<file path="config.mk">
export PLATFORM = sky130hd
export DESIGN_NAME = bnn_host_loader
export DESIGN_NICKNAME = d
export VERILOG_FILES = /design/src/rtl/bnn_host_loader.sv
export SDC_FILE = /design/constraint.sdc
export NUM_CORES = 1
export LEC_CHECK = 0
export CORE_ASPECT_RATIO = 1.75
export CORE_MARGIN = 1
export CORE_UTILIZATION = 55
export DETAILED_ROUTE_END_ITERATION = 16
export PLACE_DENSITY = 0.86
export RECOVER_POWER = 25
export SYNTH_ARGS = -nofsm -noshare
export SYNTH_HDL_FRONTEND = slang
export SYNTH_SLANG_ARGS = --single-unit
export TNS_END_PERCENT = 20
</file>
<file path="constraint.sdc">
create_clock -name clk -period 3.8 [get_ports clk]
set_input_delay 0.76 -clock clk [delete_from_list [all_inputs] [get_ports clk]]
set_output_delay 0.76 -clock clk [all_outputs]
set_load 0.01 [all_outputs]
</file>
<file path="src/rtl/bnn_host_loader.sv">
// bnn_host_loader: host-side transmitter for the BNN accelerator's bit-serial
// load port. Pixel and weight bytes arrive on valid/ready streams. They are
// serialized LSB-first onto d_in_p_o/d_in_w_o, and bit_valid_o marks each
// valid bit. The block then waits for the accelerator's done and returns the
// 4-bit answer on a valid/ready result port.
// Optional feature: define BNN_LOADER_TIMEOUT_EN to bound the WAIT state to
// TIMEOUT cycles. On timeout the result is 4'hF with result_err_o set.
module bnn_host_loader #(
  parameter int PIX_BITS = 784,
  parameter int WGT_BITS = 2320,
  parameter int TIMEOUT  = 4096
) (
  input  logic       clk,
  input  logic       reset,
  input  logic       start_i,
  input  logic [7:0] pix_data_i,
  input  logic       pix_valid_i,
  output logic       pix_ready_o,
  input  logic [7:0] wgt_data_i,
  input  logic       wgt_valid_i,
  output logic       wgt_ready_o,
  output logic       busy_o,
  output logic       mode_o,
  output logic       d_in_p_o,
  output logic       d_in_w_o,
  output logic       bit_valid_o,
  input  logic [3:0] answer_i,
  input  logic       result_done_i,
  output logic [3:0] result_o,
  output logic       result_err_o,
  output logic       result_valid_o,
  input  logic       result_ready_i
);

  typedef enum logic [1:0] {S_IDLE, S_LOAD, S_WAIT, S_RESULT} state_e;

  localparam int            CW        = $clog2(WGT_BITS + 1);
  localparam logic [CW-1:0] PIX_BYTES = CW'(PIX_BITS / 8);
  localparam logic [CW-1:0] WGT_BYTES = CW'(WGT_BITS / 8);
  localparam logic [CW-1:0] PIX_ALL   = CW'(PIX_BITS);
  localparam logic [CW-1:0] WGT_LAST  = CW'(WGT_BITS - 1);

  state_e        state_q, state_d;
  logic [7:0]    pix_sr_q, pix_sr_d, wgt_sr_q, wgt_sr_d;
  logic [3:0]    pix_fill_q, pix_fill_d, wgt_fill_q, wgt_fill_d;
  logic [CW-1:0] pix_bytes_q, pix_bytes_d, wgt_bytes_q, wgt_bytes_d;
  logic [CW-1:0] pix_sent_q, pix_sent_d, wgt_sent_q, wgt_sent_d;
  logic          d_in_p_q, d_in_p_d, d_in_w_q, d_in_w_d, bit_valid_q, bit_valid_d;
  logic          mode_q, mode_d, busy_q, busy_d;
  logic [3:0]    result_q, result_d;
  logic          result_err_q, result_err_d, result_valid_q, result_valid_d;

  logic frame_start, pix_left, wgt_left, pix_done, pix_bypass, wgt_bypass;
  logic beat, last_beat, pix_acc, wgt_acc, pix_bit, wgt_bit, tmo_hit;

  // Stream bookkeeping. An empty shift register can forward the byte being
  // accepted straight to the serial line. This keeps the stream bubble-free.
  assign frame_start = (state_q == S_IDLE) && start_i;
  assign pix_left    = (state_q == S_LOAD) && (pix_bytes_q != PIX_BYTES);
  assign wgt_left    = (state_q == S_LOAD) && (wgt_bytes_q != WGT_BYTES);
  assign pix_done    = (pix_sent_q == PIX_ALL);
  assign pix_bypass  = pix_left && (pix_fill_q == 4'd0) && pix_valid_i;
  assign wgt_bypass  = wgt_left && (wgt_fill_q == 4'd0) && wgt_valid_i;
  assign beat        = (state_q == S_LOAD)
                     && ((wgt_fill_q != 4'd0) || wgt_bypass)
                     && ((pix_fill_q != 4'd0) || pix_bypass || pix_done);
  assign last_beat   = beat && (wgt_sent_q == WGT_LAST);
  assign pix_ready_o = pix_left && ((pix_fill_q == 4'd0) || ((pix_fill_q == 4'd1) && beat));
  assign wgt_ready_o = wgt_left && ((wgt_fill_q == 4'd0) || ((wgt_fill_q == 4'd1) && beat));
  assign pix_acc     = pix_ready_o && pix_valid_i;
  assign wgt_acc     = wgt_ready_o && wgt_valid_i;
  assign pix_bit     = (pix_fill_q != 4'd0) ? pix_sr_q[0] : (pix_bypass & pix_data_i[0]);
  assign wgt_bit     = (wgt_fill_q != 4'd0) ? wgt_sr_q[0] : wgt_data_i[0];

`ifdef BNN_LOADER_TIMEOUT_EN
  localparam int            TW       = $clog2(TIMEOUT + 1);
  localparam logic [TW-1:0] TMO_LAST = TW'(TIMEOUT - 1);
  logic [TW-1:0] tmo_q, tmo_d;

  // Count the cycles spent in WAIT. The count restarts each time WAIT is entered.
  always_comb tmo_d = (state_q == S_WAIT) ? tmo_q + 1'b1 : '0;

  // Timeout counter register
  always_ff @(posedge clk) begin
    if (reset) tmo_q <= '0;
    else       tmo_q <= tmo_d;
  end

  assign tmo_hit = (state_q == S_WAIT) && (tmo_q == TMO_LAST);
`else
  localparam int unused_timeout = TIMEOUT;
  assign tmo_hit = 1'b0;
`endif

  // State register
  always_ff @(posedge clk) begin
    if (reset) state_q <= S_IDLE;
    else       state_q <= state_d;
  end

  // Next-state logic. A start_i pulse outside IDLE has no effect.
  always_comb begin
    state_d = state_q;
    case (state_q)
      S_IDLE:   if (start_i)                           state_d = S_LOAD;
      S_LOAD:   if (last_beat)                         state_d = S_WAIT;
      S_WAIT:   if (result_done_i || tmo_hit)          state_d = S_RESULT;
      S_RESULT: if (result_valid_q && result_ready_i)  state_d = S_IDLE;
      default:                                         state_d = S_IDLE;
    endcase
  end

  // Datapath and registered outputs. These are derived from the state and
  // the stream handshakes.
  always_comb begin
    // NOTE: every variable gets a default first so no path leaves it unassigned (no latch).
    pix_sr_d       = pix_sr_q;
    pix_fill_d     = pix_fill_q;
    wgt_sr_d       = wgt_sr_q;
    wgt_fill_d     = wgt_fill_q;
    pix_bytes_d    = pix_bytes_q;
    wgt_bytes_d    = wgt_bytes_q;
    pix_sent_d     = pix_sent_q;
    wgt_sent_d     = wgt_sent_q;
    d_in_p_d       = d_in_p_q;
    d_in_w_d       = d_in_w_q;
    bit_valid_d    = beat;
    result_d       = result_q;
    result_err_d   = result_err_q;
    result_valid_d = result_valid_q;

    if (frame_start) begin
      pix_sr_d    = '0;
      pix_fill_d  = '0;
      wgt_sr_d    = '0;
      wgt_fill_d  = '0;
      pix_bytes_d = '0;
      wgt_bytes_d = '0;
      pix_sent_d  = '0;
      wgt_sent_d  = '0;
    end else begin
      if (pix_acc) begin
        pix_bytes_d = pix_bytes_q + 1'b1;
        if ((pix_fill_q == 4'd0) && beat) begin
          pix_sr_d   = {1'b0, pix_data_i[7:1]};
          pix_fill_d = 4'd7;
        end else begin
          pix_sr_d   = pix_data_i;
          pix_fill_d = 4'd8;
        end
      end else if (beat && (pix_fill_q != 4'd0)) begin
        pix_sr_d   = {1'b0, pix_sr_q[7:1]};
        pix_fill_d = pix_fill_q - 4'd1;
      end

      if (wgt_acc) begin
        wgt_bytes_d = wgt_bytes_q + 1'b1;
        if ((wgt_fill_q == 4'd0) && beat) begin
          wgt_sr_d   = {1'b0, wgt_data_i[7:1]};
          wgt_fill_d = 4'd7;
        end else begin
          wgt_sr_d   = wgt_data_i;
          wgt_fill_d = 4'd8;
        end
      end else if (beat && (wgt_fill_q != 4'd0)) begin
        wgt_sr_d   = {1'b0, wgt_sr_q[7:1]};
        wgt_fill_d = wgt_fill_q - 4'd1;
      end

      if (beat) begin
        d_in_p_d   = pix_bit;
        d_in_w_d   = wgt_bit;
        wgt_sent_d = wgt_sent_q + 1'b1;
        if (!pix_done) pix_sent_d = pix_sent_q + 1'b1;
      end
    end

    if (state_q == S_WAIT) begin
      if (result_done_i) begin
        result_d       = answer_i;
        result_err_d   = 1'b0;
        result_valid_d = 1'b1;
      end else if (tmo_hit) begin
        result_d       = 4'hF;
        result_err_d   = 1'b1;
        result_valid_d = 1'b1;
      end
    end
    if ((state_q == S_RESULT) && result_valid_q && result_ready_i) begin
      result_valid_d = 1'b0;
      result_err_d   = 1'b0;
    end

    mode_d = (state_d != S_IDLE);
    busy_d = (state_d != S_IDLE);
  end

  // Datapath registers
  always_ff @(posedge clk) begin
    // NOTE: sequential state uses non-blocking assignments so every flop samples pre-edge values.
    if (reset) begin
      pix_sr_q       <= '0;
      pix_fill_q     <= '0;
      wgt_sr_q       <= '0;
      wgt_fill_q     <= '0;
      pix_bytes_q    <= '0;
      wgt_bytes_q    <= '0;
      pix_sent_q     <= '0;
      wgt_sent_q     <= '0;
      d_in_p_q       <= 1'b0;
      d_in_w_q       <= 1'b0;
      bit_valid_q    <= 1'b0;
      mode_q         <= 1'b0;
      busy_q         <= 1'b0;
      result_q       <= '0;
      result_err_q   <= 1'b0;
      result_valid_q <= 1'b0;
    end else begin
      pix_sr_q       <= pix_sr_d;
      pix_fill_q     <= pix_fill_d;
      wgt_sr_q       <= wgt_sr_d;
      wgt_fill_q     <= wgt_fill_d;
      pix_bytes_q    <= pix_bytes_d;
      wgt_bytes_q    <= wgt_bytes_d;
      pix_sent_q     <= pix_sent_d;
      wgt_sent_q     <= wgt_sent_d;
      d_in_p_q       <= d_in_p_d;
      d_in_w_q       <= d_in_w_d;
      bit_valid_q    <= bit_valid_d;
      mode_q         <= mode_d;
      busy_q         <= busy_d;
      result_q       <= result_d;
      result_err_q   <= result_err_d;
      result_valid_q <= result_valid_d;
    end
  end

  assign busy_o         = busy_q;
  assign mode_o         = mode_q;
  assign d_in_p_o       = d_in_p_q;
  assign d_in_w_o       = d_in_w_q;
  assign bit_valid_o    = bit_valid_q;
  assign result_o       = result_q;
  assign result_err_o   = result_err_q;
  assign result_valid_o = result_valid_q;

endmodule

</file>
Figure 1. Placement view.
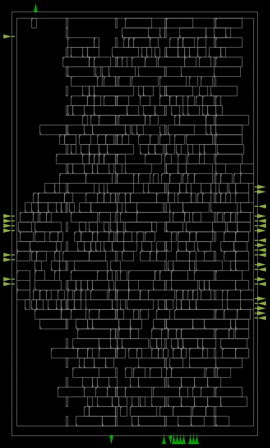
placeable core area: 7570 µm²
Seq/total area: 0.335
total of fill cells in the finished design: 600
count of inserted tapcells: 88
Post-Layout Cell Count: 619

Figure 2. Where the registers sit.
Other sequential cells in the stronger grey, the rest of the logic in the fainter grey.
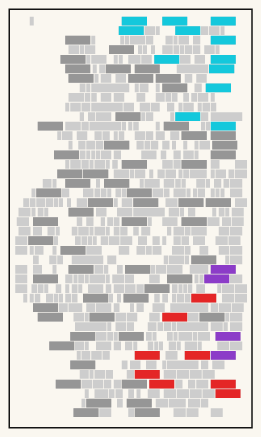
colour	name in the netlist	flops
cyan	wgt_sent_q	12
purple	result_o	4
red	wgt_sr_q	8
not coloured	59
area occupied by registers: 1660 µm²
final core occ: 0.655
Flop+latch power: 0.908 mW

Figure 3. M1 wires.
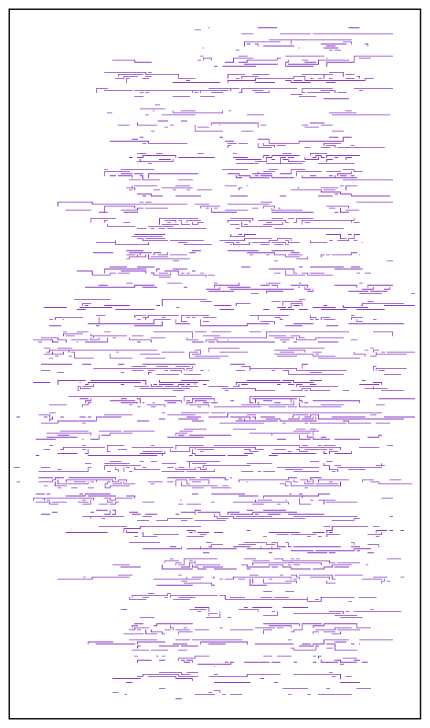
share of all routed wire	40%
nets with wire on the layer	517
wire length on this layer	3710 µm
main direction	horizontal
longest straight run	25.8 µm

Figure 4. Cell area per tile.
The die is cut into 7 by 12 equal tiles; white is low, dark blue is high, 0 to 100% covered.
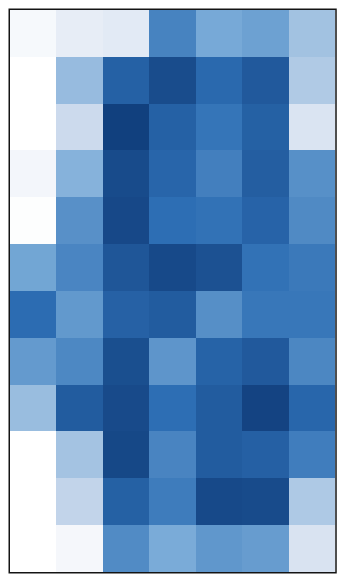
mean over tiles	59%
fullest tile	94%
nearly empty tiles	7.1%
tiles over 75% full	39%
emptiest ninth of the die	top left

Figure 5. Metal 2.
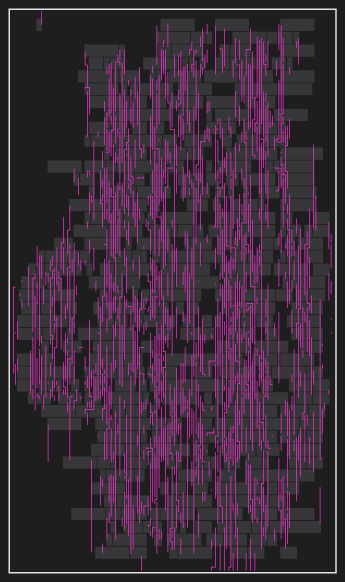
wire length on this layer	5070 µm
nets with wire on the layer	489
share of all routed wire	54%

==> flow_summary.json <==
{
  "synth.area.top_cells": "dfxtp_1 39%, nand2_1 5.3%, nor2_1 5.0%",
  "final_hold_viol_count": 0,
  "clock.fmax_ghz": 0.279,
  "antenna_violating_nets_post_route": 0,
  "log.warning_count": 33,
  "finish.net_count": 566,
  "hold_path_depth": 2,
  "slew_viol_final": 0,
  "simple_logic_cell_fraction_of_the_synthesized_area": 0.280,
  "portBuffers": 38,
  "post-route-min-period_ns": 3.59,
  "timing.final.setup_violations": 0,
  "final.setup.tns_ns": 0,
  "top_cell_area_share": 0.388,
  "cts_hold_buf": 0,
  "yosysTopAreaCell": "dfxtp_1",
  "relSlewSlack": 0.218,
  "clock_tree.htree_level_count": 3,
  "flow.area_growth_from_synthesis_pct": 15.7,
  "synthDistinctLibCells": 64,
  "cts.sink_count": 83,
  "number_of_antenna_violations_at_the_first_check_in_global_routing": 0,
  "power.ir.vdd_worst_mv": 0.272,
  "die_height_um": 119,
  "ys_async_sr_fraction": 0,
  "avgSynthCellArea_um2": 8.62,
  "layout_top_cell": "dfxtp_1",
  "timing.critical_path.from_type": "input port",
  "crit_path_max_delay_cell_type": "clkdlybuf4s50_1",
  "grt_pass1_vias": 3697,
  "vias": 3696,
  "post_synth_inst_count": 497,
  "fin_worst_hold_slack_ns": 0.460,
  "final_layout_top_logic_cells": "83 x dfxtp_1, 61 x nand2_1, 57 x nor2_1",
  "yosys-top-cells-count": "83 x dfxtp_1, 61 x nand2_1, 57 x nor2_1, 24 x a21oi_1, 23 x xor2_1",
  "synthesis.yosys.warnings": 0,
  "max-clock-path-buffers": 2,
  "drive_gt1_frac": 0.0603,
  "groute.usage.overall": 0.255,
  "hold_path_startpoint": "wgt_sr_q[7]",
  "post_synthesis_cell_type_with_the_largest_instance_count": "dfxtp_1",
  "yosys.stat.chipArea_um2": 4280,
  "drt_wl_total_um": 9370,
  "regToRegStartpoint": "wgt_fill_q[0]",
  "max_slew.worst_pin.slew_ns": 1.17,
  "top_reg_cell_synth": "dfxtp_1",
  "grt_pass1_wl_um": 16000,
  "chipWidth_um": 68.7,
  "hp-class": "reg2reg",
  "detail_route.iter0.violations": 234,
  "post-route-cell-area_um2": 4960,
  "ff2ff_setup_slack_ns": 0.53,
  "post_synth_ao_oa_area_fraction": 0.124,
  "topCombFamilyByArea": "simple AND/OR/NAND/NOR gates",
  "skew_ns": 0.00657,
  "rr_worst_depth": 9,
  "synth_stat.cells": 497,
  "num_rows": 42,
  "floorplan.io_pins": 40,
  "reg2reg_to": "pix_sr_q[6]",
  "grt_max_degree": 42,
  "leakage_nw": 1.86,
  "xor_area_frac": 0.0838,
  "num_cts_buffers": 9,
  "wl_per_cell_um": 15.1,
  "synth.cellmix.adderShare": 0.0380,
  "overflow_after_grt": 0,
  "tritoncts": "yes",
  "placed_cell_area_um2": 4680,
  "power_density_nw_per_um2": 427,
  "class_of_the_most_critical_setup_path": "in2out",
  "postCtsSetupBuffers": 0,
  "gp_congestion": 0.882,
  "number_of_flops_mapped_to_enable_cells_by_yosys": 0,
  "synth_nets": 537,
  "die_area_um2": 8160,
  "crit_path_max_fanout": 6,
  "timing.max_cap.violations": 0,
  "final.period_utilization": 0.945,
  "insertedDiodeCount": 0,
  "mappedNetlistArea_um2": 4280,
  "worstPathCellList": "dlygate4sd3_1, and3b_1, o31ai_1, a211oi_1, a21oi_1, nor2b_1, clkdlybuf4s50_1",
  "clock_latency_ns": 0.34,
  "ys_sh_mux": 0.0450,
  "detailedRoute.firstPassIterationCount": 4,
  "worstHoldEndpoint": "wgt_sr_q[7]",
  "initial_utilization": 0.566,
  "timing.critical_path.required_ns": 3.04,
  "outcome": "finished, final reports clean",
  "post-dp-hpwl_um": 6720
}
[critical path, delay by kind of cell]
kind,cells,cell delay (ns)
simple gates,2,0.35
buf+inv,2,1.07
compound gates,3,0.66
[metal layers]
metal / global-route usage / wire length [µm] / up-vias
li1: - / - / 1823
met1: 0.275 / 3710 / 1774
met2: 0.441 / 5070 / 77
met3: 0.0637 / 361 / 22
met4: 0.125 / 232 / 0
met5: 0 / 0 / -
[final cells by class]
class | count | area, µm² | area share
Sequential cell | 83 | 1660 | 0.335
Multi-Input combinational cell | 379 | 2400 | 0.485
Inverter | 10 | 37.5 | 0.00757
Tap cell | 88 | 110 | 0.0222
Timing Repair Buffer | 43 | 414 | 0.0835
Clock buffer | 12 | 256 | 0.0517
Clock inverter | 4 | 72.6 | 0.0146
[report_power, final]
part	internal, mW	switching (mW)
Combinational	0.105	0.152
Sequential	0.891	0.0176
Clock	0.610	0.340
Total	1.61	0.509
[stage by stage]
stage,std cells,setup WS [ns],utilization
global route,619,0.0966,0.655
detailed placement,603,0.399,0.618
global placement,603,0.434,0.618
floorplan,497,1.12,-
finish,619,0.210,0.655
CTS,619,0.343,0.661
[cell families (layout without fill, tap and decap cells)]
| family | count (synthesis) | in the layout |
|---|---|---|
| buf+inv | 35 | 69 |
| other cells | 1 | 1 |
| xor+xnor | 41 | 41 |
| compound gates | 76 | 76 |
| flops | 83 | 83 |
| fa+ha+maj | 13 | 13 |
| simple gates | 229 | 229 |
| mux | 19 | 19 |
[state kept, by name, summed over array words and instances, names as in the netlist, 8 cells and up]
| name | flops |
|---|---|
| pix_bytes_q | 12 |
| pix_sent_q | 12 |
| pix_sr_q | 8 |
| wgt_bytes_q | 12 |
| wgt_sent_q | 12 |
| wgt_sr_q | 8 |
Power and IR drop assume default switching activity.
